### src/rtl/muldiv_seq_pkg.sv
// muldiv_seq_pkg
//   Shared definitions for the iterative RV32M multiply/divide unit.
//   md_op_e matches the RV32M funct3 encoding so the decoder can pass
//   funct3 straight through. The helpers decode operand signedness and
//   the multiply/divide class from an opcode.
package muldiv_seq_pkg;

  typedef enum logic [2:0] {
    MD_MUL    = 3'd0,
    MD_MULH   = 3'd1,
    MD_MULHSU = 3'd2,
    MD_MULHU  = 3'd3,
    MD_DIV    = 3'd4,
    MD_DIVU   = 3'd5,
    MD_REM    = 3'd6,
    MD_REMU   = 3'd7
  } md_op_e;

  localparam int XLEN = 32;

  localparam logic [XLEN-1:0] MIN_SIGNED = 32'h8000_0000;
  localparam logic [XLEN-1:0] ALL_ONES   = 32'hFFFF_FFFF;

  // All four divide-class opcodes share funct3[2] = 1.
  function automatic logic isDivOp(input md_op_e op);
    return (op == MD_DIV) || (op == MD_DIVU) || (op == MD_REM) || (op == MD_REMU);
  endfunction

  // Remainder ops take the dividend's sign rather than the XOR of signs.
  function automatic logic isRemOp(input md_op_e op);
    return (op == MD_REM) || (op == MD_REMU);
  endfunction

  function automatic logic signedA(input md_op_e op);
    return (op == MD_MULH) || (op == MD_MULHSU) || (op == MD_DIV) || (op == MD_REM);
  endfunction

  function automatic logic signedB(input md_op_e op);
    return (op == MD_MULH) || (op == MD_DIV) || (op == MD_REM);
  endfunction

endpackage

### src/rtl/md_iter_step.sv
// md_iter_step
//   One combinational retire step of the iterative multiplier/divider.
//   The 64-bit accumulator is shared between both operations:
//     multiply: {partial product high, multiplier remaining bits}
//     divide:   {remainder, dividend bits shifting out / quotient shifting in}
//   Ports:
//     div_i   1 = restoring trial-subtract step, 0 = shift-add step
//     acc_i   accumulator entering this step
//     opnd_i  multiplicand (multiply) or divisor (divide) magnitude
//     acc_o   accumulator after this step
module md_iter_step
  import muldiv_seq_pkg::*;
(
  input  logic            div_i,
  input  logic [63:0]     acc_i,
  input  logic [XLEN-1:0] opnd_i,
  output logic [63:0]     acc_o
);

  logic [32:0] mulSum;
  logic [32:0] shifted;
  logic [31:0] diffRem;
  logic        ge;

  // Multiply: conditionally add the multiplicand into the upper half, then
  // shift the 65-bit {carry, acc} right by one so the next multiplier bit
  // lands at bit 0.
  // Divide: shift the next dividend bit into the remainder, trial-subtract
  // the divisor, keep the difference only when it did not go negative, and
  // shift the resulting quotient bit in at the bottom. The remainder is
  // always below the divisor, so a non-negative difference fits in 32 bits.
  always_comb begin
    mulSum  = {1'b0, acc_i[63:32]} + (acc_i[0] ? {1'b0, opnd_i} : 33'd0);
    shifted = {acc_i[63:32], acc_i[31]};
    ge      = (shifted >= {1'b0, opnd_i});
    diffRem = shifted[31:0] - opnd_i;
    if (div_i) begin
      acc_o = {(ge ? diffRem : shifted[31:0]), acc_i[30:0], ge};
    end else begin
      acc_o = {mulSum, acc_i[31:1]};
    end
  end

endmodule

### src/rtl/muldiv_seq.sv
// muldiv_seq
//   Iterative RV32M multiply/divide unit beside the execute-stage ALU.
//   Operands are converted to magnitudes at accept, BITS_PER_CYCLE bits are
//   retired per BUSY cycle through a chain of md_iter_step instances, and
//   the sign correction plus result selection happens in one final BUSY
//   cycle before DONE. Divide-by-zero and signed overflow bypass the loop.
//   Ports:
//     clk, rst              clock, asynchronous active-high reset
//     flush                 kill any in-flight op; no response is produced
//     req_valid/req_ready   request handshake; req_ready only in IDLE
//     req_op, req_a, req_b  md_op_e opcode (funct3) and rs1/rs2 operands
//     resp_valid/resp_ready response handshake; held stable in DONE
//     resp_data             registered result
//     busy                  unit is not IDLE
module muldiv_seq
  import muldiv_seq_pkg::*;
#(
  parameter int BITS_PER_CYCLE = 1
) (
  input  logic            clk,
  input  logic            rst,
  input  logic            flush,
  input  logic            req_valid,
  output logic            req_ready,
  input  logic [2:0]      req_op,
  input  logic [XLEN-1:0] req_a,
  input  logic [XLEN-1:0] req_b,
  output logic            resp_valid,
  input  logic            resp_ready,
  output logic [XLEN-1:0] resp_data,
  output logic            busy
);

  localparam int ITER = XLEN / BITS_PER_CYCLE;
  localparam logic [5:0] ITER_CNT = 6'(ITER);

  typedef enum logic [1:0] {
    S_IDLE = 2'd0,
    S_BUSY = 2'd1,
    S_DONE = 2'd2
  } state_e;

  state_e          state_q, state_d;
  logic [5:0]      cnt_q, cnt_d;
  logic [63:0]     acc_q, acc_d;
  logic [XLEN-1:0] opnd_q, opnd_d;
  md_op_e          op_q, op_d;
  logic            neg_q, neg_d;
  logic [XLEN-1:0] respData_q, respData_d;

  // Request-side decode
  md_op_e          opIn;
  logic            signA, signB;
  logic [XLEN-1:0] magA, magB;
  logic            divZero, divOvf;
  logic [XLEN-1:0] fastResult;

  // Finalisation of the iterated accumulator
  logic [63:0]     prodFix;
  logic [XLEN-1:0] quotFix, remFix;
  logic [XLEN-1:0] finalResult;

  logic [BITS_PER_CYCLE:0][63:0] stepAcc;

  assign req_ready  = (state_q == S_IDLE) && !flush && !rst;
  assign resp_valid = (state_q == S_DONE);
  assign resp_data  = respData_q;
  assign busy       = (state_q != S_IDLE);

  // The per-cycle datapath is BITS_PER_CYCLE single-bit steps chained
  // combinationally; the chain output is what the accumulator loads.
  assign stepAcc[0] = acc_q;
  for (genvar g = 0; g < BITS_PER_CYCLE; g++) begin : gStep
    md_iter_step uStep (
      .div_i  (isDivOp(op_q)),
      .acc_i  (stepAcc[g]),
      .opnd_i (opnd_q),
      .acc_o  (stepAcc[g+1])
    );
  end

  // Request decode: sign extraction, magnitudes and the two divide corner
  // cases that skip iteration entirely.
  always_comb begin
    opIn    = md_op_e'(req_op);
    signA   = signedA(opIn) && req_a[XLEN-1];
    signB   = signedB(opIn) && req_b[XLEN-1];
    magA    = signA ? (~req_a + 32'd1) : req_a;
    magB    = signB ? (~req_b + 32'd1) : req_b;
    divZero = isDivOp(opIn) && (req_b == '0);
    divOvf  = ((opIn == MD_DIV) || (opIn == MD_REM)) &&
              (req_a == MIN_SIGNED) && (req_b == ALL_ONES);
    if (divZero) begin
      fastResult = isRemOp(opIn) ? req_a : ALL_ONES;
    end else begin
      fastResult = isRemOp(opIn) ? 32'd0 : MIN_SIGNED;
    end
  end

  // Sign correction and result selection from the fully iterated
  // accumulator. neg_q already encodes the right sign for each op class.
  always_comb begin
    prodFix = neg_q ? (~acc_q + 64'd1) : acc_q;
    quotFix = neg_q ? (~acc_q[31:0] + 32'd1) : acc_q[31:0];
    remFix  = neg_q ? (~acc_q[63:32] + 32'd1) : acc_q[63:32];
    unique case (op_q)
      MD_MUL:                      finalResult = prodFix[31:0];
      MD_MULH, MD_MULHSU, MD_MULHU: finalResult = prodFix[63:32];
      MD_DIV, MD_DIVU:             finalResult = quotFix;
      MD_REM, MD_REMU:             finalResult = remFix;
      default:                     finalResult = prodFix[31:0];
    endcase
  end

  // Next-state logic. Flush overrides everything; the datapath registers
  // are left as they are because nothing reads them outside BUSY/DONE.
  // BUSY runs ITER retire cycles (counter ITER..1) and then one more cycle
  // with the counter at zero to register the corrected result.
  always_comb begin
    state_d    = state_q;
    cnt_d      = cnt_q;
    acc_d      = acc_q;
    opnd_d     = opnd_q;
    op_d       = op_q;
    neg_d      = neg_q;
    respData_d = respData_q;

    if (flush) begin
      state_d = S_IDLE;
      cnt_d   = '0;
    end else begin
      unique case (state_q)
        S_IDLE: begin
          if (req_valid) begin
            op_d   = opIn;
            neg_d  = isRemOp(opIn) ? signA : (signA ^ signB);
            // Multiplier (mul) or dividend (div) goes in the low half;
            // the other operand stays fixed in opnd.
            acc_d  = {32'd0, (isDivOp(opIn) ? magA : magB)};
            opnd_d = isDivOp(opIn) ? magB : magA;
            if (divZero || divOvf) begin
              respData_d = fastResult;
              cnt_d      = '0;
              state_d    = S_DONE;
            end else begin
              cnt_d   = ITER_CNT;
              state_d = S_BUSY;
            end
          end
        end
        S_BUSY: begin
          if (cnt_q != 6'd0) begin
            acc_d = stepAcc[BITS_PER_CYCLE];
            cnt_d = cnt_q - 6'd1;
          end else begin
            respData_d = finalResult;
            state_d    = S_DONE;
          end
        end
        S_DONE: begin
          if (resp_ready) begin
            state_d = S_IDLE;
          end
        end
        default: begin
          state_d = S_IDLE;
          cnt_d   = '0;
        end
      endcase
    end
  end

  // State and datapath registers; reset clears everything, including the
  // visible result.
  always_ff @(posedge clk or posedge rst) begin
    if (rst) begin
      state_q    <= S_IDLE;
      cnt_q      <= '0;
      acc_q      <= '0;
      opnd_q     <= '0;
      op_q       <= MD_MUL;
      neg_q      <= 1'b0;
      respData_q <= '0;
    end else begin
      state_q    <= state_d;
      cnt_q      <= cnt_d;
      acc_q      <= acc_d;
      opnd_q     <= opnd_d;
      op_q       <= op_d;
      neg_q      <= neg_d;
      respData_q <= respData_d;
    end
  end

endmodule

### config.mk
export PLATFORM = sky130hd
export DESIGN_NAME = muldiv_seq
export DESIGN_NICKNAME = d
export VERILOG_FILES = /design/src/rtl/muldiv_seq_pkg.sv /design/src/rtl/md_iter_step.sv /design/src/rtl/muldiv_seq.sv
export SDC_FILE = /design/constraint.sdc
export NUM_CORES = 1
export LEC_CHECK = 0
export ABC_CLOCK_PERIOD_IN_PS = 4600
export CORE_UTILIZATION = 55
export CTS_CLUSTER_DIAMETER = 200
export DETAILED_ROUTE_END_ITERATION = 6
export GPL_TIMING_DRIVEN = 0
export PLACE_DENSITY = 0.75
export SYNTH_ARGS = -nofsm -noshare
export SYNTH_HDL_FRONTEND = slang
export SYNTH_SLANG_ARGS = --single-unit
### constraint.sdc
create_clock -name clk -period 4.6 [get_ports clk]
set_input_delay 0.69 -clock clk [delete_from_list [all_inputs] [get_ports clk]]
set_output_delay 0.69 -clock clk [all_outputs]
set_load 0.03 [all_outputs]
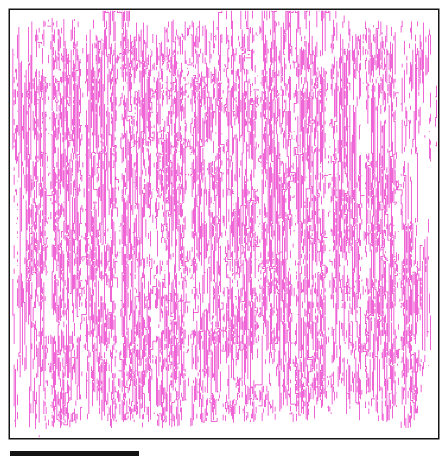
Fig. 1. Met2 routing.
Bar = 50 um.
nets with wire on the layer: 1943
wire length on this layer: 26.0 mm
main direction: vertical
longest straight run: 69.0 um
DRT Wirelength: 62800 um
vias: 17000

==> flow_summary.json <==
{
  "critPathBufInv": 2,
  "common_cells": "225 x nor2_1, 214 x nand2_1, 204 x a21oi_1, 204 x o21ai_0, 140 x dfrtp_1",
  "dr_wl_met3_um": 8620,
  "grt_pass1_vias": 15800,
  "lay_top_cells": "225 x nor2_1, 214 x nand2_1, 204 x a21oi_1, 204 x o21ai_0, 140 x dfrtp_1",
  "worstSetupEndpoint": "acc_q[59]",
  "post_drt_wl_per_cell_um": 25.2,
  "violations": "DRC",
  "drc": 9,
  "lay_top_count": "nor2_1",
  "top_logic_kind": "AND-OR/OR-AND gates",
  "slew_viol_final": 0,
  "maxSlewHeadroom": 0.165,
  "htreeDepth": 4,
  "ys_cells": 2022,
  "logic_gates": 1682,
  "endpoint_kind": "flip-flop",
  "ctsResizeCount": 3,
  "power_leader": "combinational cells",
  "fin_ws_ns": 0.226,
  "hold_viol": 0,
  "gr-total-overflow": 0,
  "outcome": "finished, violations left",
  "regArea_mm2": 0.00350,
  "ys_sh_xor": 0.0996,
  "slowest_delay_ns": 0.51,
  "grt_setup_unrepaired": "false",
  "warnings": 28,
  "drt_iter0_drc": 2314,
  "core_mm2": 0.0262,
  "max_cap_violations": 0
}
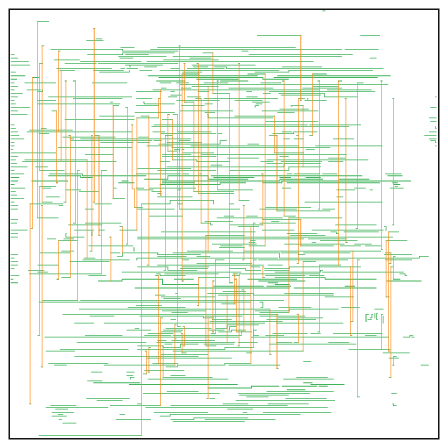
Fig. 2. Metal layers overlaid.
Only two layers are drawn.
legend:
  green:
    layer: M3
    wire_length: 8620 um
  orange:
    layer: M4
    wire_length: 3630 um

